==> config.mk <==
export PLATFORM = sky130hd
export DESIGN_NAME = tmr_apb_regif
export DESIGN_NICKNAME = d
export VERILOG_FILES = /design/src/rtl/tmr_apb_regif.sv
export SDC_FILE = /design/constraint.sdc
export NUM_CORES = 1
export LEC_CHECK = 0
export ABC_AREA = 1
export CORE_ASPECT_RATIO = 1.2
export CORE_MARGIN = 3
export CORE_UTILIZATION = 30
export DETAILED_ROUTE_END_ITERATION = 10
export SYNTH_ARGS = -nofsm -noshare
export SYNTH_HDL_FRONTEND = slang
export SYNTH_SLANG_ARGS = --single-unit
==> constraint.sdc <==
create_clock -name clk -period 1.4 [get_ports clk]
set_input_delay 0.14 -clock clk [delete_from_list [all_inputs] [get_ports clk]]
set_output_delay 0.14 -clock clk [all_outputs]
set_load 0.1 [all_outputs]
==> src/rtl/tmr_apb_regif.sv <==
// tmr_apb_regif: APB3 completer and TDR/TCR/TSR register bank for the timer core
module tmr_apb_regif #(
  parameter int ADDR_W      = 8,
  parameter int WAIT_STATES = 0
) (
  input  logic              clk,
  input  logic              rst,
  input  logic              psel,
  input  logic              penable,
  input  logic              pwrite,
  input  logic [ADDR_W-1:0] paddr,
  input  logic [7:0]        pwdata,
  output logic [7:0]        prdata,
  output logic              pready,
  output logic              pslverr,
  output logic [7:0]        tdr,
  output logic              tdr_wr,
  output logic [7:0]        tcr,
  input  logic              ovf_set,
  input  logic              udf_set,
  output logic [1:0]        tsr
);
  localparam logic [1:0] IDLE   = 2'd0;
  localparam logic [1:0] SETUP  = 2'd1;
  localparam logic [1:0] ACCESS = 2'd2;
  localparam logic [7:0] TCR_MASK = 8'b1011_0011;
  logic [1:0] state, phase;
  logic [2:0] cnt;
  logic [7:0] rd_mux;
  logic sel_tdr, sel_tcr, sel_tsr, err, wr_en;
  // SETUP is the bus setup cycle itself, so it is decoded live from psel/penable
  // while the register only remembers whether the next cycle is ACCESS.
  assign phase   = state == ACCESS ? ACCESS : (psel && !penable ? SETUP : IDLE);
  assign sel_tdr = paddr == ADDR_W'(0);
  assign sel_tcr = paddr == ADDR_W'(1);
  assign sel_tsr = paddr == ADDR_W'(2);
  assign err     = !(sel_tdr || sel_tcr || sel_tsr);
  assign pready  = phase == ACCESS && psel && penable && cnt == 3'd0;
  assign pslverr = pready && err;
  assign wr_en   = pready && pwrite && !err;
  always_comb
    rd_mux = sel_tdr ? tdr : sel_tcr ? tcr : sel_tsr ? {6'b0, tsr} : 8'h00;
  always_ff @(posedge clk) begin
    if (rst) begin
      state  <= IDLE;
      cnt    <= 3'd0;
      tdr    <= 8'h00;
      tcr    <= 8'h00;
      tsr    <= 2'b00;
      tdr_wr <= 1'b0;
      prdata <= 8'h00;
    end else begin
      state  <= phase == SETUP ? ACCESS :
                (phase == ACCESS && psel && penable && !pready) ? ACCESS : IDLE;
      cnt    <= phase == SETUP ? 3'(WAIT_STATES) :
                (phase == ACCESS && cnt != 3'd0) ? cnt - 3'd1 : cnt;
      tdr    <= wr_en && sel_tdr ? pwdata : tdr;
      tdr_wr <= wr_en && sel_tdr;
      tcr    <= wr_en && sel_tcr ? pwdata & TCR_MASK : tcr;
      // a hardware event on the same edge as a software clear keeps the bit set
      tsr    <= {udf_set, ovf_set} | (tsr & ~(wr_en && sel_tsr ? pwdata[1:0] : 2'b00));
      // preload read data before the completing cycle so it is valid with pready
      prdata <= (phase == SETUP || (phase == ACCESS && !pready)) && !pwrite ? rd_mux : prdata;
    end
  end
endmodule
==> results.sh <==
# source this file to load flow results
export IMPL_async_reset_ff_frac=0
export IMPL_dieArea_um2=5180
export IMPL_synth_warnings=0
export IMPL_wl_per_cell_um=11.8
export IMPL_synth_top_cell_by_area="dfxtp_1"
export IMPL_clkTransAtPathRegs_ns=0.09
export IMPL_setup_ws_ns=-0.158
export IMPL_yosys_cells=186
export IMPL_ios=52
export IMPL_critPathMaxStageDelay_ns=0.33
export IMPL_cp_cell_sequence="inv_2 -> ha_4 -> nand2_4 -> nor2_4 -> buf_4 -> buf_4 -> buf_12"
export IMPL_synth_cell_types=25
export IMPL_clock_tree_buffer_depth=2
export IMPL_violations="negative setup slack"
export IMPL_leakagePower_nw=1.04
export IMPL_status="finished, violations left"
export IMPL_area_growth_pct=91.4
export IMPL_track_usage=0.143
export IMPL_maxCapViolCount=0
export IMPL_grt_max_degree=17
export IMPL_die_x_um=66.2
export IMPL_fp_utilization=0.321
export IMPL_grt_first_pass_wirelength_um=5800
export IMPL_gp_congestion=0.771
export IMPL_critPathArrivalTime_ns=1.42
export IMPL_ys_ff=28
export IMPL_gr_total_overflow=0
export IMPL_ys_seq_share=0.430
export IMPL_common_cells="39 x nor2_1, 28 x dfxtp_1, 26 x nand2_1, 20 x inv_1"
export IMPL_end_kind="output port"
export IMPL_htree_levels=1
export IMPL_diodes=0
export IMPL_cpMostUsedCell="buf_4"
export IMPL_cts_hold_buf=0
export IMPL_cts_root_buf="clkbuf_8"
export IMPL_vias=1432
export IMPL_die_h_um=78.3
export IMPL_start_kind="flop"
export IMPL_avgSynthCellArea_um2=7.02
export IMPL_dp_hpwl_um=2780
export IMPL_layout_min_cycle_time_ns=1.56
export IMPL_ir_drop_uv=549
export IMPL_worstSetupPathType="flop to output port"
export IMPL_warning_count=30
export IMPL_finalSetupViolations=19
export IMPL_post_route_drc_count=0
export IMPL_finalClockSkew_ns=0.00176
export IMPL_worst_path_max_fanout=4
export IMPL_slew_viol_final=0
export IMPL_worstPathRequired_ns=1.26
export IMPL_synth_area_um2=1310
export IMPL_core_area_um2=4070
export IMPL_area_leaders="dfxtp_1 43%, nor2_1 11%, nand2_1 7.5%"
export IMPL_firstDrtPassIters=4
export IMPL_period_used=1.11
export IMPL_drive_above_1_share=0.383
export IMPL_yosys_area_um2=1310
export IMPL_clock_sinks=28
export IMPL_p_per_area_nw_per_um2=721
export IMPL_cp_slowest_cell="dfxtp_2"
export IMPL_antenna_found_initial=0
export IMPL_fin_nets=287
export IMPL_finalHoldViolCount=0
export IMPL_rsz0062_at_grt="true"
export IMPL_hold_path_class="input port to flop"
export IMPL_rows=25
export IMPL_max_freq_mhz=642
==> worst paths after layout <==
path                            slack [ns]  cells past startpoint             endpoint                 from
worst max register to register       -0.12                     11  tdr[7]$_SDFFE_PP0P_  cnt[1]$_SDFFE_PP0P_
worst min register to register        0.47                      2  cnt[0]$_SDFFE_PP0P_  cnt[0]$_SDFFE_PP0P_
worst min-delay path                  0.46                      3    tsr[1]$_SDFF_PP0_              udf_set
worst max-delay path                 -0.16                      7               pready  cnt[1]$_SDFFE_PP0P_
==> cells by family (layout without fill, tap and decap cells) <==
logic type / count (synthesis) / in the layout / synth area share
and+or+nand+nor: 88 / 89 / 0.293
other: 1 / 3 / 0.00287
buffers and inverters: 30 / 102 / 0.105
AOI/OAI and AO/OA: 37 / 37 / 0.150
DFF: 28 / 28 / 0.430
adders and majority gates: 2 / 2 / 0.0192
==> power by group <==
part           internal [mW]  leakage, nW  switching [mW]
registers              0.807        0.228          0.0135
clock network          0.384       0.0357           0.260
logic                  0.138        0.779           0.198
==> cells in the final DEF (no fill, tap or decap), types with 2 or more instances in the layout <==
cell type,count
nor2_1,35
dfxtp_1,26
buf_12,26
buf_4,23
nand2_1,20
clkdlybuf4s50_1,20
inv_1,15
nand3_1,13
o21ai_0,12
a21oi_2,8
nand2_2,7
a21oi_1,7
inv_2,5
o21ai_2,5
nor2_2,4
o21ai_1,4
buf_6,4
nor2_4,3
conb_1,3
clkbuf_8,3
nand2_4,2
inv_4,2
dfxtp_2,2
==> area by class of cell <==
class	instances	area (um^2)
Clock inverter	1	30.0
Fill cell	364	1570
Inverter	23	95.1
Sequential cell	28	563
Clock buffer	3	41.3
Timing Repair Buffer	75	960
Multi-Input combinational cell	131	741
Tap cell	54	67.6
==> flip-flops by register name, indices dropped and copies added, names as in the netlist <==
name	cells
tdr	8
tcr	5
tdr_wr	1
prdata	8
tsr	2
state	1
cnt	3
==> routing by layer <==
layer,GRT usage,part of all wire
met2,0.243,0.51
met1,0.167,0.42
met4,0.0711,0.024
met5,0,0
met3,0.0272,0.054
==> worst max-delay path: cells and delay by family (launching register included) <==
kind,cells,cell delay [ns]
adder cells (fa/ha/maj),1,0.14
buffers and inverters,4,0.51
flip-flops,1,0.33
AND/OR/NAND/NOR,2,0.15
==> repair_timing <==
action / in CTS / in global routing
gates resized: 12 / 29
pin swaps: 8 / 6
gates cloned: 0 / 2
endpoints found under the hold margin: 0 / 0
setup buffers: 2 / 4
endpoints found under the setup margin: 2 / 26
==> per-stage QoR <==
stage	cell area [um^2]	instances	setup TNS, ns	hold WS (ns)	setup slack, ns
floorplan	1340	188	-8.37	0.257	-0.395
global placement	2250	303	-3.70	0.467	-0.219
detailed placement	2250	303	-4.00	0.474	-0.220
CTS	2360	309	-1.46	0.461	-0.185
global route	2500	315	-3.74	0.482	-0.232
finish	2500	315	-1.28	0.464	-0.158
==> images/congestion.png <==
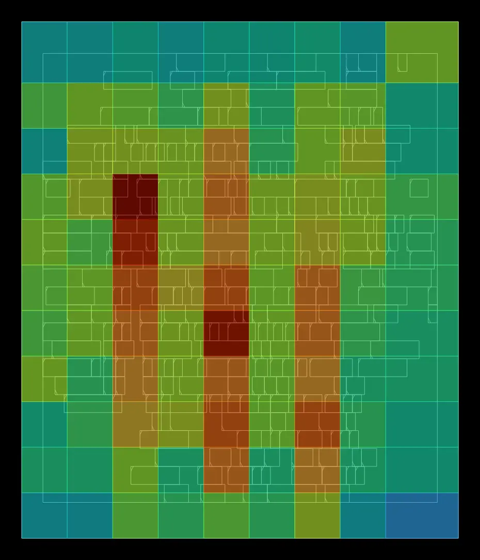
met2 usage: 0.243
final core utilization: 0.614
grt met3 use: 0.0272
GRT busiest layer: met2

==> images/layer_met2.png <==
Scale: 4 px per um.
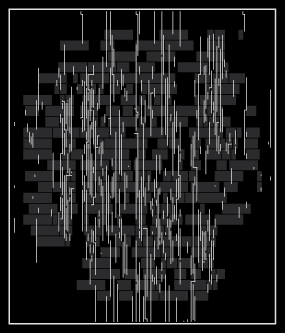
longest straight run: 22.4 um
nets with wire on the layer: 245
main direction: vertical
share of all routed wire: 51%

==> images/layer_met3.png <==
Scale: 4 px per um.
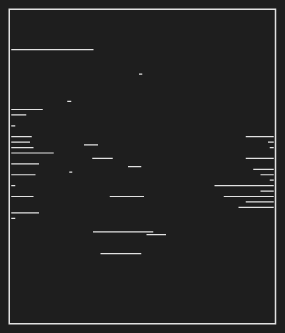
share of all routed wire: 5.4%
main direction: horizontal

==> images/logic_types.png <==
Scale: 6 px per um.
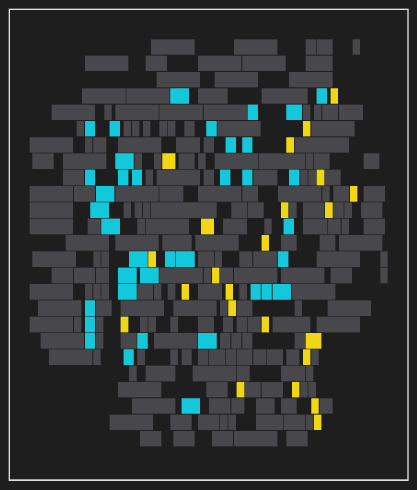
legend:
  aoi and oai cells:
    colour: cyan
    cells: 37
  inv cells:
    colour: yellow
    cells: 23

Power figures rest on the tool's default switching activity, not on a simulated workload.
